[src/rtl/hud_bcd_converter.sv]
// Once-per-frame binary-to-BCD converter for the HUD: snapshots Score/Level/Lives
// on the frame strobe and runs a serial double-dabble engine over them in turn.
module hud_bcd_converter (
    input  logic        Clk,
    input  logic        Reset_n,
    input  logic [9:0]  DrawX,
    input  logic [9:0]  DrawY,
    input  logic [15:0] Score,
    input  logic [7:0]  Level,
    input  logic [7:0]  Lives,
    output logic [19:0] ScoreBCD,
    output logic [11:0] LevelBCD,
    output logic [11:0] LivesBCD,
    output logic [2:0]  ScoreDigits,
    output logic        bcd_valid,
    output logic        update_pulse,
    output logic        busy
);

    localparam int unsigned SCORE_W = 16;
    localparam int unsigned LEVEL_W = 8;
    localparam int unsigned LIVES_W = 8;
    localparam int unsigned SNAP_W  = SCORE_W + LEVEL_W + LIVES_W;
    localparam int unsigned WORK_W  = 20;
    localparam int unsigned CNT_W   = 4;

    localparam logic [2:0] S_IDLE   = 3'd0;
    localparam logic [2:0] S_SCORE  = 3'd1;
    localparam logic [2:0] S_LEVEL  = 3'd2;
    localparam logic [2:0] S_LIVES  = 3'd3;
    localparam logic [2:0] S_UPDATE = 3'd4;

    localparam logic [CNT_W-1:0] SCORE_LAST = CNT_W'(SCORE_W - 1);
    localparam logic [CNT_W-1:0] SHORT_LAST = CNT_W'(LEVEL_W - 1);

    logic [2:0]        state, state_next;
    logic              frame_clk, frame_clk_d, start;
    logic [SNAP_W-1:0] snap, snap_next;
    logic [WORK_W-1:0] work, work_next, work_step;
    logic [CNT_W-1:0]  cnt, cnt_next;
    logic [19:0]       score_hold, score_hold_next;
    logic [11:0]       level_hold, level_hold_next;
    logic [11:0]       lives_hold, lives_hold_next;
    logic [19:0]       score_bcd_next;
    logic [11:0]       level_bcd_next, lives_bcd_next;
    logic [2:0]        score_digits_next;
    logic              bcd_valid_next, update_pulse_next, busy_next;

    // One add-3 correction pass over every digit, then shift in the next binary bit.
    function automatic logic [WORK_W-1:0] dabble(input logic [WORK_W-1:0] w, input logic b);
        logic [WORK_W-1:0] a;
        a = w;
        for (int i = 0; i < 5; i++) begin
            if (a[4*i +: 4] >= 4'd5) a[4*i +: 4] = a[4*i +: 4] + 4'd3;
        end
        return {a[WORK_W-2:0], b};
    endfunction

    function automatic logic [2:0] sig_digits(input logic [19:0] bcd);
        logic [2:0] n;
        n = 3'd1;
        for (int i = 1; i < 5; i++) begin
            if (bcd[4*i +: 4] != 4'd0) n = 3'(i + 1);
        end
        return n;
    endfunction

    assign frame_clk = (DrawX == 10'd0) && (DrawY == 10'd0);
    assign start     = frame_clk & ~frame_clk_d;
    assign work_step = dabble(work, snap[SNAP_W-1]);

    always_ff @(posedge Clk) begin
        if (!Reset_n) begin
            state        <= S_IDLE;
            frame_clk_d  <= 1'b0;
            snap         <= '0;
            work         <= '0;
            cnt          <= '0;
            score_hold   <= '0;
            level_hold   <= '0;
            lives_hold   <= '0;
            ScoreBCD     <= '0;
            LevelBCD     <= '0;
            LivesBCD     <= '0;
            ScoreDigits  <= '0;
            bcd_valid    <= 1'b0;
            update_pulse <= 1'b0;
            busy         <= 1'b0;
        end else begin
            state        <= state_next;
            frame_clk_d  <= frame_clk;
            snap         <= snap_next;
            work         <= work_next;
            cnt          <= cnt_next;
            score_hold   <= score_hold_next;
            level_hold   <= level_hold_next;
            lives_hold   <= lives_hold_next;
            ScoreBCD     <= score_bcd_next;
            LevelBCD     <= level_bcd_next;
            LivesBCD     <= lives_bcd_next;
            ScoreDigits  <= score_digits_next;
            bcd_valid    <= bcd_valid_next;
            update_pulse <= update_pulse_next;
            busy         <= busy_next;
        end
    end

    // Snapshot is one {Score,Level,Lives} shift register drained MSB-first across all three phases.
    always_comb begin
        state_next        = state;
        snap_next         = snap;
        work_next         = work;
        cnt_next          = cnt;
        score_hold_next   = score_hold;
        level_hold_next   = level_hold;
        lives_hold_next   = lives_hold;
        score_bcd_next    = ScoreBCD;
        level_bcd_next    = LevelBCD;
        lives_bcd_next    = LivesBCD;
        score_digits_next = ScoreDigits;
        bcd_valid_next    = bcd_valid;
        update_pulse_next = 1'b0;

        case (state)
            S_IDLE: begin
                if (start) begin
                    snap_next  = {Score, Level, Lives};
                    work_next  = '0;
                    cnt_next   = '0;
                    state_next = S_SCORE;
                end
            end
            S_SCORE, S_LEVEL, S_LIVES: begin
                work_next = work_step;
                snap_next = {snap[SNAP_W-2:0], 1'b0};
                cnt_next  = cnt + 4'd1;
                if (state == S_SCORE && cnt == SCORE_LAST) begin
                    score_hold_next = work_step;
                    work_next       = '0;
                    cnt_next        = '0;
                    state_next      = S_LEVEL;
                end else if (state == S_LEVEL && cnt == SHORT_LAST) begin
                    level_hold_next = work_step[11:0];
                    work_next       = '0;
                    cnt_next        = '0;
                    state_next      = S_LIVES;
                end else if (state == S_LIVES && cnt == SHORT_LAST) begin
                    lives_hold_next = work_step[11:0];
                    work_next       = '0;
                    cnt_next        = '0;
                    state_next      = S_UPDATE;
                end
            end
            S_UPDATE: begin
                score_bcd_next    = score_hold;
                level_bcd_next    = level_hold;
                lives_bcd_next    = lives_hold;
                score_digits_next = sig_digits(score_hold);
                bcd_valid_next    = 1'b1;
                update_pulse_next = 1'b1;
                state_next        = S_IDLE;
            end
            default: state_next = S_IDLE;
        endcase

        busy_next = (state_next != S_IDLE);
    end

endmodule

[config.mk]
export PLATFORM = sky130hd
export DESIGN_NAME = hud_bcd_converter
export DESIGN_NICKNAME = d
export VERILOG_FILES = /design/src/rtl/hud_bcd_converter.sv
export SDC_FILE = /design/constraint.sdc
export NUM_CORES = 1
export LEC_CHECK = 0
export ABC_AREA = 1
export CAP_MARGIN = 15
export CORE_ASPECT_RATIO = 1.1
export CORE_MARGIN = 2
export CORE_UTILIZATION = 50
export CTS_BUF_LIST = sky130_fd_sc_hd__clkbuf_8 sky130_fd_sc_hd__clkbuf_16
export DETAILED_ROUTE_END_ITERATION = 12
export GPL_TIMING_DRIVEN = 0
export PLACE_DENSITY = 0.74
export SLEW_MARGIN = 20
export SYNTH_ARGS = -nofsm -noshare
export SYNTH_HDL_FRONTEND = slang
export SYNTH_SLANG_ARGS = --single-unit
export TNS_END_PERCENT = 50
[constraint.sdc]
create_clock -name Clk -period 2.27 [get_ports Clk]
set_input_delay 0.454 -clock Clk [delete_from_list [all_inputs] [get_ports Clk]]
set_output_delay 0.454 -clock Clk [all_outputs]
set_load 0.02 [all_outputs]
Figure 1. Track usage over the die.
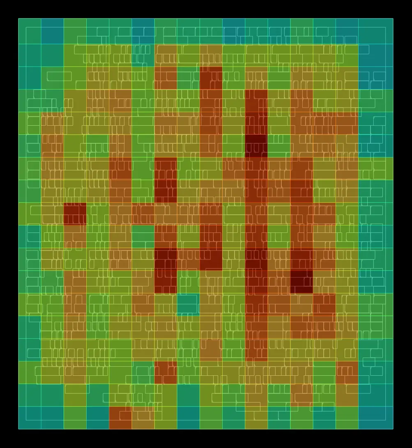
met3 usage: 4.70%
final cell utilization of the core: 65.0%
met2 Use GR: 41.5%
met1 usage: 31.2%

==> metrics.yaml <==
power_and_ir_drop:
  clk-power_mw: 2.96
  finalPower_mw: 5.85
  comb-power_uw: 179
  p_int_mw: 4.66
  p_clk_share_pct: 50.7
  p_leak_nw: 3.80
final_layout:
  fillers: 1189
  clk_share_pct: 7.26
  logic_gates: 631
  layout.cells.non_filler: 1226
  flop_area_sq_um: 3080
logic_synthesis:
  postSynthAreaPerCell_sq_um: 7.16
  synthTopCellsByArea: "dfxtp_1 (46%), nor2_1 (10%), o21ai_0 (9.8%)"
  common_cells: "nor2_1 (180), dfxtp_1 (154), o21ai_0 (130)"
  synth_nets: 996
  aoi_share_pct: 17.8
  synthSimpleGateAreaFrac_pct: 23.0
  syn_area_sq_um: 6660
  mux_area_share_pct: 0
clock_tree:
  clock_latency_ns: 0.42
  cts_buffers: 17
  cts.sinks: 154
  cts_hold_buf: 0
sta:
  setup_viol: 0
  period_used_pct: 85.9
  report.final.slew_viol_count: 0
run:
  max-cap-violations: 0
detailed_routing:
  drtIter0Drc: 463
  wl_met3_um: 836
  top_layer: "met4"
place:
  dp.cells: 1195
grt:
  track_usage_pct: 24.8
  grt_max_degree: 17
  grt_overflow: 0
  busiest_layer: "met2"
critical_path:
  max_stage_delay_ns: 0.53
  start_kind: "input port"
  crit_start: "Reset_n"
  r2r_cells: 9
  cp-endpoint: "LivesBCD[9]"
  worstPathArrival_ns: 2.30
status:
  status: "completed"
Figure 2. Signal wires on met4.
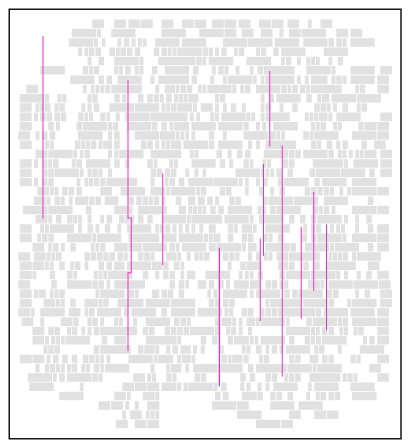
main direction = vertical
nets with wire on the layer = 9
wire length on this layer = 426 um

